--- src/rtl/alu_req_scheduler.sv ---
// Round-robin front end sharing one multi-cycle ALU between two clients.
// One op in flight; a watchdog aborts ops whose done never arrives.
module alu_req_scheduler #(
  parameter int WIDTH   = 32,
  parameter int OPW     = 3,
  parameter int TIMEOUT = 64
) (
  input  logic               clk,
  input  logic               rst,
  input  logic [1:0]         req_valid,
  output logic [1:0]         req_ready,
  input  logic [2*WIDTH-1:0] req_a,
  input  logic [2*WIDTH-1:0] req_b,
  input  logic [2*OPW-1:0]   req_op,
  output logic               resp_valid,
  input  logic               resp_ready,
  output logic               resp_id,
  output logic [WIDTH-1:0]   resp_result,
  output logic               resp_err,
  output logic               alu_start,
  output logic [WIDTH-1:0]   alu_a,
  output logic [WIDTH-1:0]   alu_b,
  output logic [OPW-1:0]     alu_op,
  input  logic [WIDTH-1:0]   alu_result,
  input  logic               alu_done,
  output logic               busy
);

  localparam int TW = $clog2(TIMEOUT);

  typedef enum logic [1:0] {
    IDLE,
    ISSUE,
    WAIT,
    RESP
  } state_t;

  state_t          state;
  state_t          state_nx;
  logic            prio;
  logic            gnt;
  logic            acc;
  logic            tmo;
  logic [TW-1:0]   timer;

  assign gnt = req_valid[prio] ? prio : ~prio;
  assign tmo = (timer == TW'(TIMEOUT - 1));

  always_ff @(posedge clk) begin
    if (rst) state <= IDLE;
    else     state <= state_nx;
  end

  always_comb begin
    state_nx  = state;
    req_ready = 2'b00;
    acc       = 1'b0;
    unique case (state)
      IDLE: begin
        if (|req_valid) begin
          acc       = 1'b1;
          req_ready = gnt ? 2'b10 : 2'b01;
          state_nx  = ISSUE;
        end
      end
      ISSUE: state_nx = WAIT;
      WAIT: begin
        if (alu_done || tmo) state_nx = RESP;
      end
      RESP: begin
        if (resp_ready) state_nx = IDLE;
      end
      default: state_nx = IDLE;
    endcase
  end

  assign alu_start  = (state == ISSUE);
  assign resp_valid = (state == RESP);
  assign busy       = (state != IDLE);

  always_ff @(posedge clk) begin
    if (rst) begin
      prio        <= 1'b0;
      timer       <= '0;
      alu_a       <= '0;
      alu_b       <= '0;
      alu_op      <= '0;
      resp_id     <= 1'b0;
      resp_result <= '0;
      resp_err    <= 1'b0;
    end else begin
      if (acc) begin
        prio    <= ~gnt;
        resp_id <= gnt;
        alu_a   <= gnt ? req_a[2*WIDTH-1:WIDTH] : req_a[WIDTH-1:0];
        alu_b   <= gnt ? req_b[2*WIDTH-1:WIDTH] : req_b[WIDTH-1:0];
        alu_op  <= gnt ? req_op[2*OPW-1:OPW] : req_op[OPW-1:0];
      end
      if (state == ISSUE) timer <= '0;
      if (state == WAIT) begin
        timer <= timer + TW'(1);
        // done takes precedence over the watchdog on the final cycle
        if (alu_done) begin
          resp_result <= alu_result;
          resp_err    <= 1'b0;
        end else if (tmo) begin
          resp_result <= '0;
          resp_err    <= 1'b1;
        end
      end
    end
  end

endmodule

--- config.mk ---
export PLATFORM = sky130hd
export DESIGN_NAME = alu_req_scheduler
export DESIGN_NICKNAME = d
export VERILOG_FILES = /design/src/rtl/alu_req_scheduler.sv
export SDC_FILE = /design/constraint.sdc
export NUM_CORES = 1
export LEC_CHECK = 0
export ABC_AREA = 1
export ABC_CLOCK_PERIOD_IN_PS = 1850
export CORE_ASPECT_RATIO = 1.2
export CORE_MARGIN = 2
export CORE_UTILIZATION = 34
export CTS_BUF_LIST = sky130_fd_sc_hd__clkbuf_16
export CTS_CLUSTER_DIAMETER = 50
export DETAILED_ROUTE_END_ITERATION = 7
export GPL_TIMING_DRIVEN = 0
export PLACE_DENSITY = 0.74
export SYNTH_ARGS = -nofsm -noshare
export SYNTH_HDL_FRONTEND = slang
export SYNTH_SLANG_ARGS = --single-unit
--- constraint.sdc ---
create_clock -name clk -period 1.85 [get_ports clk]
set_input_delay 0.185 -clock clk [delete_from_list [all_inputs] [get_ports clk]]
set_output_delay 0.185 -clock clk [all_outputs]
set_load 0.02 [all_outputs]
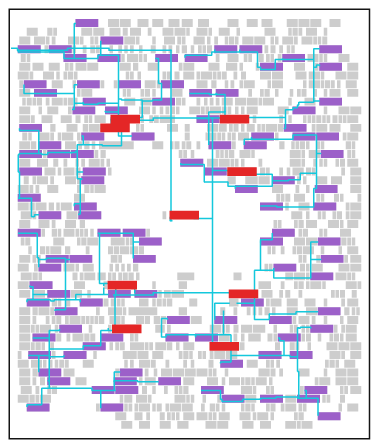
run_1/clock_map.png
[clock wires] cyan | length: 1370 um
[flip-flops] purple | count: 110
[cells driving clock nets] red | count: 9
flops lie: spread over the die

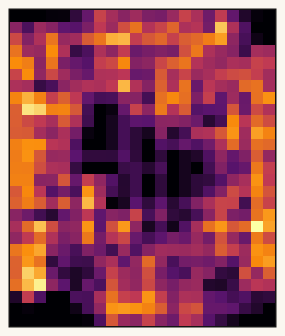
run_1/wire_density.png
22 x 27 tiles, from black (low) to pale yellow (high), scaled to the fullest tile. Values are wire area over tile area, all layers added.
tiles over half the peak: 32%
mean over tiles: 0.18
nearly empty tiles: 7.7%

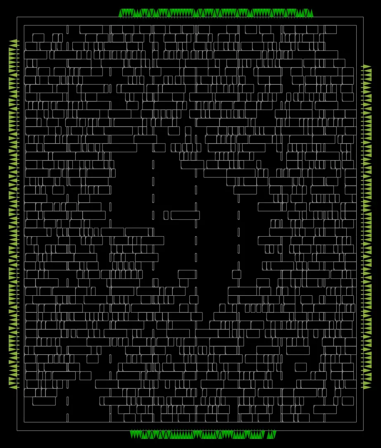
run_1/final_placement.png
FP Rows: 47
Tap Cells: 171
core region area: 0.0137 mm2
# fillers: 1277
flop count: 110

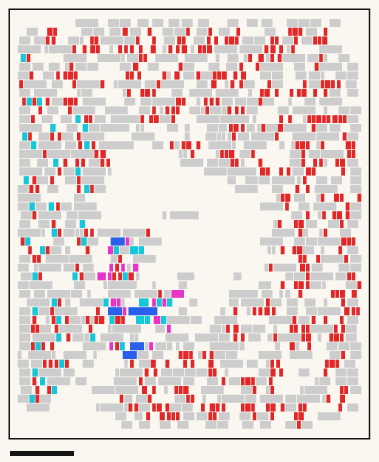
run_1/gate_families.png
Scale bar: 20 um.
[NAND gates] red | cells: 414 | most used: nand2_1 | where: spread over the die
[adder and majority cells] blue | cells: 5 | most used: ha_1
[NOR gates] magenta | cells: 17 | most used: nor2_1
[inverting AOI/OAI gates] cyan | cells: 46 | most used: a21oi_1

==> results.cfg, run 1 <==
; physical design summary
[finish]
flop_area_mm2 = 0.00220
antenna_cells = 0
drive_gt1_share_pct = 4.87
layout.cells.non_filler = 1177
comb_area_mm2 = 0.00206

[worst_setup_path]
critPathRequiredTime_ns = 1.66
critPathLaunchType = flop
cpPeakStageDelay_ns = 0.63
crit_type = reg2out
startpoint = state[1]
critical_path.top_delay_family = buffers and inverters
reg2reg_from = state[0]
path_buffers = 1
worstReg2RegEnd = resp_result[15]

[timing]
rsz0062_at_grt = false
report.final.setup_viol = 0
period_used_pct = 94.4
period_needed_ns = 1.75
slew_violations = 0

[detailed_routing]
drc_errors = 0
first_iter_violations = 212
routed.top_layer = met4
drt_wl_total_mm = 15.9

[yosys]
yosys-stat-area_mm2 = 0.00473
synth_cell_types = 24
top_cells_by_count = nand2_1, dfxtp_1, inv_1
syn_area_mm2 = 0.00473
most_common_cell = nand2_1

[die]
dieHeight_um = 133
initCoreUtil_pct = 34.5

[power]
p_comb_share_pct = 48.2
pwr.group.clock_mw = 1.92
clkPwrFrac_pct = 19.4
comb_power_mw = 4.77

[clock_tree]
cts_tree = done
cts_made_buffers = 9
clockBufferDepth = 2
cts.sinks = 110
htreeDepth = 3

[place]
place_inst = 1160

[global_route]
grt_pass1_wl_mm = 24.6
antenna_found_initial = 0
grt_max_degree = 18
met3_usage_pct = 6.73
grtUsageMet2_pct = 36.6
busiest_layer = met2

[status]
status = finished clean

[min_path]
min_to = resp_result[0]
## run 1: what timing repair did
action                     in CTS  in global routing
gates cloned                    0                  0
hold buffers                    0                  0
buffers inserted                4                  0
pin swaps                       1                  0
setup endpoints to repair      53                 44
resized                        20                  9
## run 1: layout by cell type, fill, tap and decap left out, drive strengths merged
cell and n:
a21oi 39, clkinvlp 1, xnor2 1, nor3b 1, o31ai 1, buf 27, inv 80, o21ai 5
ha 5, clkdlybuf4s50 273, bufinv 1, and3 1, nor2 13, nor3 3, nand2 344, nand3 70
dfxtp 110, clkinv 4, a211oi 1, and2 1, dlygate4sd2 1, clkbuf 24
## run 1: cell families after synthesis
logic type | synth area share (%)
adders and majority gates | 1.32
DFF | 46.5
xor gates and xnor gates | 0.185
buffers and inverters | 10.4
AOI/OAI and AO/OA | 5.05
and+or+nand+nor | 36.6
## run 1: layout make-up
cell class / count / area share [%]
timing repair buffer: 280 / 34.6
sequential: 110 / 27.4
multi-input combinational: 485 / 25.6
inverter: 79 / 3.68
clock buffer: 9 / 2.80
tap: 171 / 2.66
buffer: 36 / 2.53
clock inverter: 7 / 0.793
## run 1: stage by stage
step	TNS (ns)	hold WS [ns]	total power [mW]
3_5_place_dp	-8.58	0.445	7.94
2_1_floorplan	0	0.333	5.87
6_report	0	0.201	9.90
4_1_cts	0	0.196	9.96
5_1_grt	0	0.237	10.6
3_3_place_gp	-8.46	0.441	7.90
## run 1: worst max-delay path by stage
stage / endpoint
3_3_place_gp: req_ready[0]
5_1_grt: alu_b[3]
6_report: resp_valid
3_5_place_dp: req_ready[0]
4_1_cts: req_ready[1]
2_1_floorplan: alu_a[10]
## run 1: flip-flops by register name, indices dropped and copies added, names as in the netlist
register     cells
timer            6
resp_result     32
alu_b           32
alu_a           32
resp_err         1
resp_id          1
prio             1
state            2
alu_op           3
## Run 2: what changed since run 1
- CTS_CLUSTER_DIAMETER: 50 -> 30
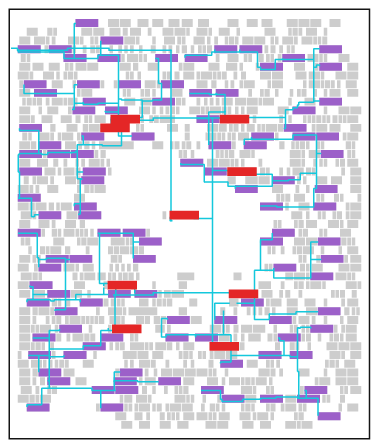
run_2/clock_map.png
[flip-flops] purple | count: 110
[clock wires] cyan | length: 1370 um
[cells driving clock nets] red | count: 9
routed clock nets: 10

==> results.cfg, run 2 <==
; physical design summary
[yosys]
syn_area_mm2 = 0.00473
top_cells_by_count = nand2_1, dfxtp_1, inv_1
ys_sh_xor_pct = 0.185
simple_gate_area_share_pct = 36.6
top_logic_kind = simple AND/OR/NAND/NOR gates
ys_sh_aoi_pct = 5.05
ys_sh_mux_pct = 0

[global_route]
antenna_found_initial = 0
grt_pass1_wl_mm = 24.6
grt_max_degree = 18

[worst_setup_path]
reg2reg_from = state[0]
worstReg2RegEnd = resp_result[15]
critPathLaunchType = flop

[timing]
rsz0062_at_grt = false
period_used_pct = 94.4
report.final.setup_viol = 0

[clock_tree]
cts_made_buffers = 9
cts_tree = done
clockBufferDepth = 2
cts.sinks = 110

[finish]
top_regs = alu_a x32, alu_b x32, resp_result x32
mostFrequentLayoutCells = nand2_1, clkdlybuf4s50_1, dfxtp_1
drive_gt1_share_pct = 4.87

[detailed_routing]
routed.top_layer = met4
drc_errors = 0

[place]
place_inst = 1160

[status]
status = finished clean
-- run 2: critical path, cell delays in order, from the launching register on --
cell and delay [ns]:
dfxtp_1 0.40, ha_1 0.19, clkdlybuf4s50_1 0.63
-- run 2: where the power goes --
part           total [mW]  internal (mW)  switching (mW)
clock                1.92           1.04           0.878
combinational        4.77           2.14            2.63
sequential           3.21           2.92           0.288
-- run 2: worst max path at each step --
| stage | to | slack [ns] | cells past startpoint |
|---|---|---|---|
| global placement | req_ready[0] | -0.49 | 5 |
| floorplan | alu_a[10] | 0.22 | 12 |
| detailed placement | req_ready[0] | -0.51 | 5 |
| finish | resp_valid | 0.10 | 2 |
| global route | alu_b[3] | 0.02 | 8 |
| CTS | req_ready[1] | 0.01 | 7 |
-- run 2: timing repair --
action	CTS	global route
endpoints found under the hold margin	0	0
pin swaps	1	0
hold buffers	0	0
setup endpoints to repair	53	44
cloned	0	0
gates resized	20	9
buffers inserted	4	0
-- run 2: final cells by class --
class,count,area (um2),share of cell area [%]
buffer,36,204,2.53
clock buffer,9,225,2.80
clock inverter,7,63.8,0.793
inverter,79,297,3.68
multi-input combinational,485,2060,25.6
sequential,110,2200,27.4
tap,171,214,2.66
timing repair buffer,280,2790,34.6
-- run 2: metrics by stage --
stage | total power, mW | setup slack, ns | utilization [%] | hold slack [ns]
after floorplan | 5.87 | 0.223 | - | 0.333
final | 9.90 | 0.104 | 58.8 | 0.201
after CTS | 9.96 | 0.00973 | 58.7 | 0.196
after global placement | 7.90 | -0.493 | 56.3 | 0.441
after detailed placement | 7.94 | -0.506 | 56.3 | 0.445
after global routing | 10.6 | 0.0184 | 58.8 | 0.237
run_2/gate_families.png
Scale bar: 20 um.
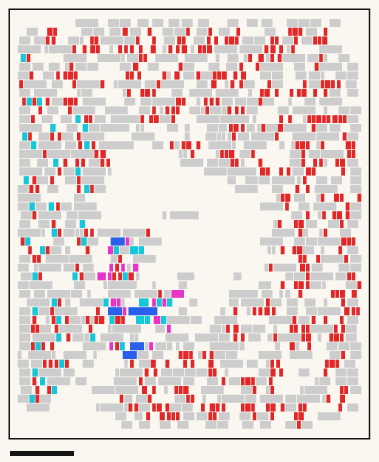

## Run 3: what changed since run 2
- ABC_AREA: 1 -> default
- CORE_UTILIZATION: 34 -> 38
- PLACE_DENSITY: 0.74 -> 0.81
- SLEW_MARGIN: default -> 0
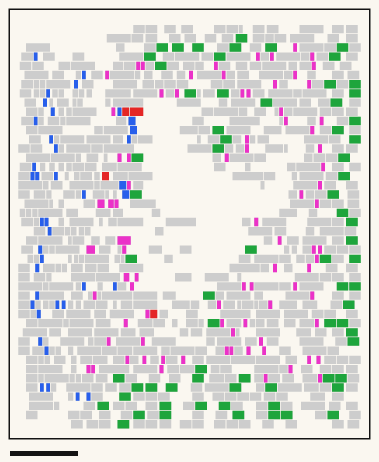
run_3/gate_families.png
Scale bar: 20 um.
[AND and OR gates] red | cells: 4 | most used: and2_1
[NOR gates] magenta | cells: 82 | most used: nor2_1
[NAND gates] blue | cells: 39 | most used: nand2_1 | where: a vertical strip on the left
[multiplexers] green | cells: 70 | most used: mux2i_1

==> results.cfg, run 3 <==
; physical design summary
[timing]
report.final.setup_viol = 0
timing.final.ws_setup_ns = 0.0861
rsz0062_at_grt = false
period_needed_ns = 1.76

[global_route]
grt_max_degree = 17

[worst_setup_path]
worstReg2RegEnd = alu_a[6]
cpPeakStageDelay_ns = 0.34
critPathSlowestCell = dfxtp_2
cp_num_cells = 7
crit_type = reg2out
critical_path.top_delay_family = buffers and inverters

[finish]
layout.cells.non_filler = 960
comb_area_share_pct = 28.5
final_core_util_pct = 66.1
mostFrequentLayoutCells = clkdlybuf4s50_1, dfxtp_1, nor2_1
top_regs = alu_a x32, alu_b x32, resp_result x32
drive_gt1_share_pct = 8.39
seq_cell_count = 110
sh_seq_area_pct = 27.4
flop_area_mm2 = 0.00220

[power]
seqPwrFrac_pct = 32.4
p_comb_share_pct = 50.8

[die]
dieHeight_um = 127
rows = 44
nWellTaps = 161

[status]
status = finished clean

[clock_tree]
cts_tree = done

[yosys]
most_common_cell = dfxtp_1
run 3: worst min path at each step:
stage / startpoint / to / slack (ns) / cells past startpoint
2_1_floorplan: alu_result[0] / resp_result[0] / 0.33 / 2
3_3_place_gp: resp_result[28] / resp_result[28] / 0.46 / 2
3_5_place_dp: resp_result[27] / resp_result[27] / 0.46 / 2
4_1_cts: alu_result[5] / resp_result[5] / 0.38 / 3
5_1_grt: alu_result[28] / resp_result[28] / 0.41 / 3
6_report: rst / state[1] / 0.38 / 3
run 3: cell families (layout without fill, tap and decap cells):
group,Yosys count,after routing,synth area share [%]
AND-OR/OR-AND,140,140,20.5
XOR/XNOR,4,4,0.735
adder cells (fa/ha/maj),5,5,1.31
buffers and inverters,50,345,5.83
flip-flops,110,110,46.2
multiplexers,70,70,14.7
AND/OR/NAND/NOR,125,125,10.7
run 3: power by group through the flow:
| stage | Sequential, mW | Clock, mW | Combinational (mW) |
|---|---|---|---|
| finish | 3.33 | 1.72 | 5.21 |
| global placement | 3.34 | 0 | 5.03 |
| floorplan | 4.04 | 0 | 2.24 |
| CTS | 3.33 | 1.76 | 5.22 |
| global route | 3.39 | 1.83 | 5.61 |
| detailed placement | 3.37 | 0 | 5.16 |
run 3: worst register-to-register path: stages, from the launching register on:
cell and delay [ns]:
dfxtp_2 0.34, inv_1 0.08, ha_2 0.22, inv_2 0.06, nor2_4 0.10, buf_4 0.20, clkbuf_4 0.22, buf_2 0.25
a211oi_1 0.11
run 3: layer usage:
metal,wire (um),up-vias,GRT usage [%]
met1,5940,2167,23.5
met2,8130,198,43.2
met5,0,-,0
met3,1570,21,8.22
met4,240,0,7.51
li1,-,2360,-
run 3: repair_timing:
item / 4_1_cts / 5_1_grt
endpoints found under the setup margin: 46 / 40
setup buffers: 2 / 1
pin swaps: 1 / 1
gates resized: 20 / 18

## Gallery

Close-up of the layout.
panel A
Scale bar: 10 um. Window x 43 to 68, y 27 to 52 um. Cells in gray, sequential cells in the stronger gray; small squares are vias.
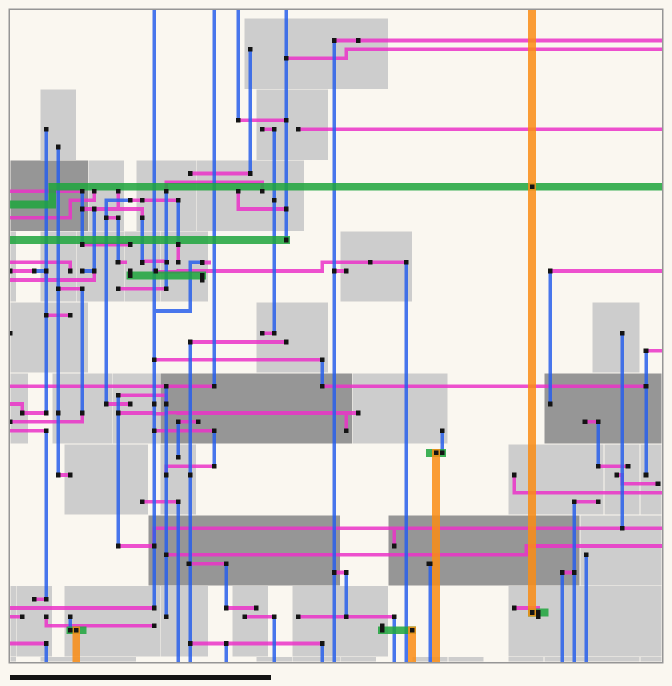
panel B
Scale bar: 10 um. Window x 41 to 66, y 26 to 51 um. Cells in gray, sequential cells in the stronger gray; small squares are vias.
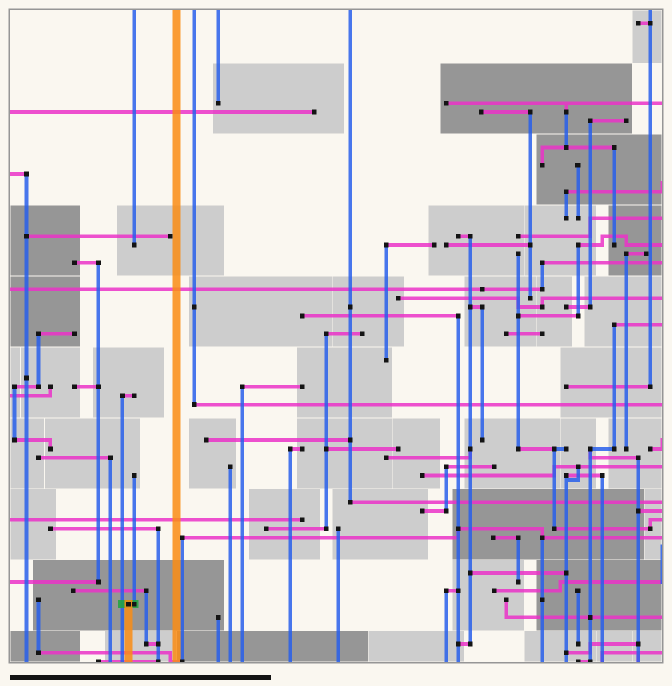
Panel B comes from run 3.
Panel A comes from run 2.

Key to panel A:
[met4] orange
[met3] green
[met1] magenta
[met2] blue
sequential cells in the window: 4
netlist names of flops here include: alu_a (3), resp_id (1)
cells with their middle in the window: 32
most frequent: clkdlybuf4s50_1 (5), nor2_1 (4), dfxtp_1 (4)

Power is estimated from default activity; no workload was simulated.
